<file path="src/rtl/conv32b_8b_if.sv">
// Handshake bundle for the 32b->8b transmit converter: word-side valid/ready in,
// byte-side valid/last out. The converter uses the slave modport, its driver the master.
interface conv32b_8b_if;
  logic [31:0] data_in;
  logic        valid_in;
  logic        ready_in;
  logic [7:0]  data_out;
  logic        valid_out;
  logic        last_out;

  modport master (
    output data_in, valid_in,
    input  ready_in, data_out, valid_out, last_out
  );

  modport slave (
    input  data_in, valid_in,
    output ready_in, data_out, valid_out, last_out
  );
endinterface

</file>
<file path="src/rtl/conv32b_8b.sv">
// 32-bit word to 8-bit byte serializer with a DEPTH-entry word FIFO, one byte per clk_4f.
// Byte order is MSB first unless CONV32B_8B_LSB_FIRST_EN is defined (then LSB first).
module conv32b_8b #(
  parameter int DEPTH = 2
) (
  input  logic         clk_4f,
  input  logic         reset,
  conv32b_8b_if.slave  bus
);

  localparam int PTR_W = (DEPTH > 1) ? $clog2(DEPTH) : 1;
  localparam int CNT_W = $clog2(DEPTH + 1);

  typedef enum logic {IDLE, SHIFT} state_e;

  logic [31:0]      mem [DEPTH];
  logic [PTR_W-1:0] wr_ptr_q, rd_ptr_q;
  logic [CNT_W-1:0] count_q;

  state_e      state_q;
  logic [1:0]  cnt_q;
  logic [31:0] word_q;
  logic [7:0]  data_out_q;
  logic        valid_out_q;
  logic        last_out_q;

  logic push, pop;

  // cnt is the index of the byte about to leave, in emission order.
  function automatic logic [7:0] pick(input logic [31:0] w, input logic [1:0] n);
`ifdef CONV32B_8B_LSB_FIRST_EN
    return w[{n, 3'b000} +: 8];
`else
    return w[{~n, 3'b000} +: 8];
`endif
  endfunction

  function automatic logic [PTR_W-1:0] ptr_inc(input logic [PTR_W-1:0] p);
    return (p == PTR_W'(DEPTH - 1)) ? '0 : p + PTR_W'(1);
  endfunction

  assign bus.ready_in = (count_q < CNT_W'(DEPTH));
  assign push = bus.valid_in && bus.ready_in;
  // A new word may start from IDLE or on the edge right after a last byte (gapless).
  assign pop  = ((state_q == IDLE) || last_out_q) && (count_q != '0);

  // NOTE: storage array has no reset; only pointers and count define validity.
  always_ff @(posedge clk_4f) begin
    if (push) mem[wr_ptr_q] <= bus.data_in;
  end

  // NOTE: all sequential state uses non-blocking assignments so every register
  // samples pre-edge values regardless of statement order.
  always_ff @(posedge clk_4f or posedge reset) begin
    if (reset) begin
      wr_ptr_q <= '0;
      rd_ptr_q <= '0;
      count_q  <= '0;
    end else begin
      if (push) wr_ptr_q <= ptr_inc(wr_ptr_q);
      if (pop)  rd_ptr_q <= ptr_inc(rd_ptr_q);
      case ({push, pop})
        2'b10:   count_q <= count_q + CNT_W'(1);
        2'b01:   count_q <= count_q - CNT_W'(1);
        default: count_q <= count_q;
      endcase
    end
  end

  always_ff @(posedge clk_4f or posedge reset) begin
    if (reset) begin
      state_q     <= IDLE;
      cnt_q       <= '0;
      word_q      <= '0;
      data_out_q  <= '0;
      valid_out_q <= 1'b0;
      last_out_q  <= 1'b0;
    end else if (pop) begin
      state_q     <= SHIFT;
      word_q      <= mem[rd_ptr_q];
      data_out_q  <= pick(mem[rd_ptr_q], 2'd0);
      cnt_q       <= 2'd1;
      valid_out_q <= 1'b1;
      last_out_q  <= 1'b0;
    end else if ((state_q == SHIFT) && !last_out_q) begin
      data_out_q  <= pick(word_q, cnt_q);
      last_out_q  <= (cnt_q == 2'd3);
      cnt_q       <= cnt_q + 2'd1;
      valid_out_q <= 1'b1;
    end else begin
      state_q     <= IDLE;
      cnt_q       <= '0;
      data_out_q  <= '0;
      valid_out_q <= 1'b0;
      last_out_q  <= 1'b0;
    end
  end

  assign bus.data_out  = data_out_q;
  assign bus.valid_out = valid_out_q;
  assign bus.last_out  = last_out_q;

endmodule

</file>
<file path="src/flat_wrapper.sv">
// flat-port wrapper written by rule: the top's interface ports become plain ports
module conv32b_8b_flat 
#(
  parameter int DEPTH = 2
)
  (clk_4f, reset, bus_data_in, bus_valid_in, bus_ready_in, bus_data_out, bus_valid_out, bus_last_out);
  conv32b_8b_if bus_i ();
  input  logic clk_4f;
  input  logic reset;
  input wire logic [$bits(bus_i.data_in)-1:0] bus_data_in;
  input wire logic [$bits(bus_i.valid_in)-1:0] bus_valid_in;
  output wire logic [$bits(bus_i.ready_in)-1:0] bus_ready_in;
  output wire logic [$bits(bus_i.data_out)-1:0] bus_data_out;
  output wire logic [$bits(bus_i.valid_out)-1:0] bus_valid_out;
  output wire logic [$bits(bus_i.last_out)-1:0] bus_last_out;
  assign bus_i.data_in = bus_data_in;
  assign bus_i.valid_in = bus_valid_in;
  assign bus_ready_in = bus_i.ready_in;
  assign bus_data_out = bus_i.data_out;
  assign bus_valid_out = bus_i.valid_out;
  assign bus_last_out = bus_i.last_out;
  conv32b_8b #(.DEPTH(DEPTH)) u_core (.clk_4f(clk_4f), .reset(reset), .bus(bus_i));
endmodule
</file>
<file path="config.mk">
export PLATFORM = sky130hd
export DESIGN_NAME = conv32b_8b_flat
export DESIGN_NICKNAME = d
export VERILOG_FILES = /design/src/rtl/conv32b_8b_if.sv /design/src/rtl/conv32b_8b.sv /design/src/flat_wrapper.sv
export SDC_FILE = /design/constraint.sdc
export NUM_CORES = 1
export LEC_CHECK = 0
export CAP_MARGIN = 20
export CORE_AREA = 3 3 93 95
export DETAILED_ROUTE_END_ITERATION = 12
export DIE_AREA = 0 0 96 98
export MAX_ROUTING_LAYER = met4
export PLACE_DENSITY_LB_ADDON = 0.15
export SYNTH_ARGS = -nofsm -noshare
export SYNTH_HDL_FRONTEND = slang
export SYNTH_SLANG_ARGS = --single-unit
</file>
<file path="constraint.sdc">
create_clock -name clk_4f -period 2.56 [get_ports clk_4f]
set_input_delay 0.256 -clock clk_4f [delete_from_list [all_inputs] [get_ports clk_4f]]
set_output_delay 0.256 -clock clk_4f [all_outputs]
set_load 0.005 [all_outputs]
</file>
Fig. 1: M1 wires
Supply wires on this layer in grey.
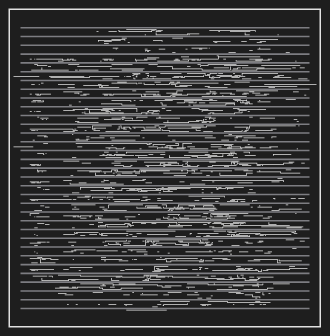
main direction: horizontal
wire length on this layer: 3330 um
share of all routed wire: 44%
nets with wire on the layer: 348
longest straight run: 25.3 um

Fig. 2: met2 routing
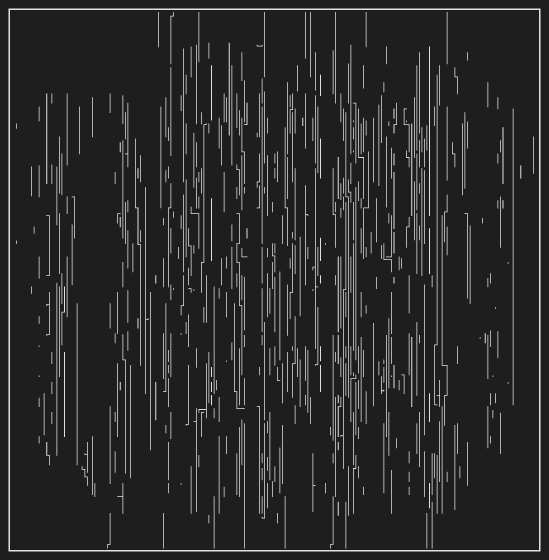
share of all routed wire: 49%
wire length on this layer: 3710 um
main direction: vertical
longest straight run: 53.7 um
nets with wire on the layer: 317
vias post-DR: 2445
met2 demand-to-capacity share in global routing: 27.4%
final routed wirelength across all metal layers: 7.51 mm

==> notes.md <==
Flow results follow.

The run finished with clean final reports. The cell depth of the worst setup path is 2. The number of global-route vias before repair is 2577. The number of fill cells is 529. The kind of path behind the tightest hold check is input port to asynchronous set/reset pin. The global-route wire length before repair is 12.6 mm. STA classifies the critical path endpoint as a primary output. The count of instantiated cells in the yosys netlist is 290. The timing-limited maximum frequency is roughly 550 MHz. The area growth from synthesis to layout is 24.2%. Per the slew report, the remaining headroom to the max-slew limit stands at 56.2%. Clock tree synthesis inserted a total of 17 buffers.

The tally of buffers added on design ports is 45. The sequential element share of the synthesized area is 71.4%. The largest delay contributor family on the critical path is buffers and inverters. TritonCTS built the clock tree. The time the final worst path needs with I/O delays and setup is roughly 1.8 ns.

The worst setup path startpoint is u_core.count_q[1]. The final cell utilization of the core is approximately 70%. The number of antenna violations at the first check in global routing is 0. The total cell area at the placement stage is about 4900 um^2. The number of H-tree levels is 4. Post-synth the commonest register cell is sky130_fd_sc_hd__edfxtp_1. The synthesized netlist has a Yosys-reported chip area of 4410 um^2.

The reg-to-reg startpoint is u_core.cnt_q[0]. The clock-pin transition on the worst setup and hold timing paths is 0.05 ns. The sort of element at the start of the critical path is a flip-flop. In the final routed layout, each cell accounts on average for 16.3 um.

The finished layout holds 461 standard cells, fillers aside. The ratio of cells with drive above 1 in the final layout is 12.8%. The combinational share of power is 27.6%. Setup repair after global routing left no endpoint under its margin. In this run, synthesis inferred about 64 flip-flops with an integrated enable. Before placement the cells fill 56.5% of the core. Counting endpoints that fail hold in the final report gives 0. For the pin with the worst max-slew slack, the measured transition is 0.658 ns.

After clock tree synthesis, the flow added hold-fix buffers numbering 0. The area of the core region is slightly below 8000 um^2. The global placer's final weighted congestion is between 0.7 and 0.8. The overall global routing resource usage is 18.4%.

Counting every instance in the synthesized netlist gives a little under 300. Once layout is done, the placed cells without fillers occupy roughly 5500 um^2. The cell area that synthesis handed to floorplanning was 4410 um^2. The count of unresolved DRC violations after routing is 0. The synthesis stat section lists a flop and latch total of 113. After layout, the design draws a total of about 7.0 mW.

Looking at area per cell type in the netlist, the leader is sky130_fd_sc_hd__edfxtp_1. The delay contributed by the slowest stage of the critical path is 0.52 ns. The worst register-to-register path has a depth of 4. The clock drives 113 sinks. The cell at the slowest stage of the critical path is sky130_fd_sc_hd__clkdlybuf4s50_1.

The leakage power in the latest report is between 2 and 2.5 nW. The category of the most critical setup path is flip-flop to primary output. For the worst reg-to-reg path, the endpoint reported by OpenROAD is u_core.bus.data_out[5].

Averaged over all synthesized cells, the footprint is 15.2 um^2. The total setup violations reported at the end of the flow is 0. The buffer levels on the longest clock path is 2. CTS placed an instance of sky130_fd_sc_hd__clkbuf_8 at the clock tree root. The number of warnings reported in the stage logs is 26. The final critical path takes up 70.7% of the cycle.

The worst hold slack across all endpoints is 0.164 ns. Row generation in the floorplan step produced 32 rows. The net count of the finished layout is 383. The via-per-instance ratio is about 5.3. The worst clock skew on the final layout is 0.00618 ns. The first routing iteration left 142 violations. The antenna diode count is 0. Per STA, the endpoint of the critical path is bus_ready_in. The cell resize tally after clock tree synthesis is 0. Once routing completed, OpenROAD measured the worst setup slack at ~0.75 ns. At floorplan, the net count of the design was reported as 327.

The internal portion of total power is 4.89 mW. IR analysis of the VDD net gives a maximum drop of 0.609 mV. The area enclosed by the die boundary is 9410 um^2. The register share of total power is 41.4%. The detailed placer reported the number of placed instances as 429. Sorting the synthesis cell report by count puts at the top sky130_fd_sc_hd__edfxtp_1. The count of warnings emitted by yosys is 0. The worst slack after detailed placement is 0.834 ns. The arrival time of the worst setup path is roughly 1.6 ns.

Along the worst path, the maximum fanout reaches 4. The final layout reports a setup TNS of 0 ns. Along the critical path, the tally of buffer and inverter instances is 2. STA reports a reg2reg setup slack of about 0.77 ns. The placed wire-length estimate is between 4 and 5 mm. The required time of the critical path is between 2 and 2.5 ns. In this run the count of I/O pins placed on the die edge is 46. The clock network power share is 31.1%.
Fig. 3: the metal 3 layer
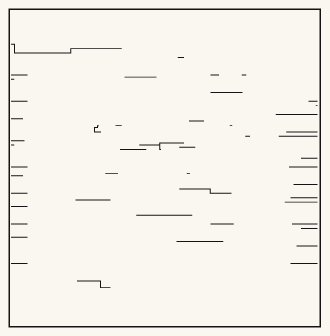
main direction: horizontal
share of all routed wire: 4.5%
longest straight run: 17.5 um
nets with wire on the layer: 36

power by group through the flow:
stage,Clock [mW],Combinational (mW),Sequential [mW]
after floorplan,0,1.61,2.75
after global placement,0,1.88,2.91
after detailed placement,0,1.93,2.92
after CTS,2.21,1.96,2.89
after global routing,2.30,2.16,2.95
final,2.17,1.92,2.89
layout make-up:
cell class | count | area, um^2 | share of cell area [%]
Sequential cell | 113 | 3150 | 57.5
Multi-Input combinational cell | 156 | 1100 | 20.1
Timing Repair Buffer | 55 | 526 | 9.60
Clock buffer | 21 | 449 | 8.20
Tap cell | 102 | 128 | 2.33
Clock inverter | 11 | 113 | 2.06
Inverter | 3 | 11.3 | 0.206
sequential cells by signal, indices dropped and copies added (netlist names), 2 cells and up:
signal               flops
u_core.mem              64
u_core.word_q           32
u_core.bus.data_out      8
u_core.count_q           2
u_core.cnt_q             2
layout by cell type, fill, tap and decap left out, drive strengths merged, types with 2 or more instances in the layout:
master,instances
nor2,17
clkdlybuf4s50,45
bufinv,2
inv,3
or3,7
o21ai,48
clkinv,6
nor3,8
ha,2
or2,2
nand2b,2
buf,10
and2,2
dfrtp,49
a21o,8
clkbuf,21
mux2i,48
edfxtp,64
xnor2,5
clkinvlp,3
cell families (layout without fill, tap and decap cells):
group / Yosys count / count (layout) / share of synthesized area [%]
AND-OR/OR-AND: 58 / 58 / 7.12
XOR/XNOR: 5 / 5 / 1.16
adder cells (fa/ha/maj): 2 / 2 / 0.567
buffers and inverters: 21 / 90 / 3.72
flip-flops: 113 / 113 / 71.4
multiplexers: 48 / 48 / 10.9
AND/OR/NAND/NOR: 43 / 43 / 5.14
per-layer routing:
metal	up-vias	track usage, %	wire [um]
met3	12	4.78	338
met1	1190	22.8	3330
met4	0	9.96	127
met5	-	-	0
li1	1180	-	-
met2	63	27.4	3710
Power and IR drop assume default switching activity.
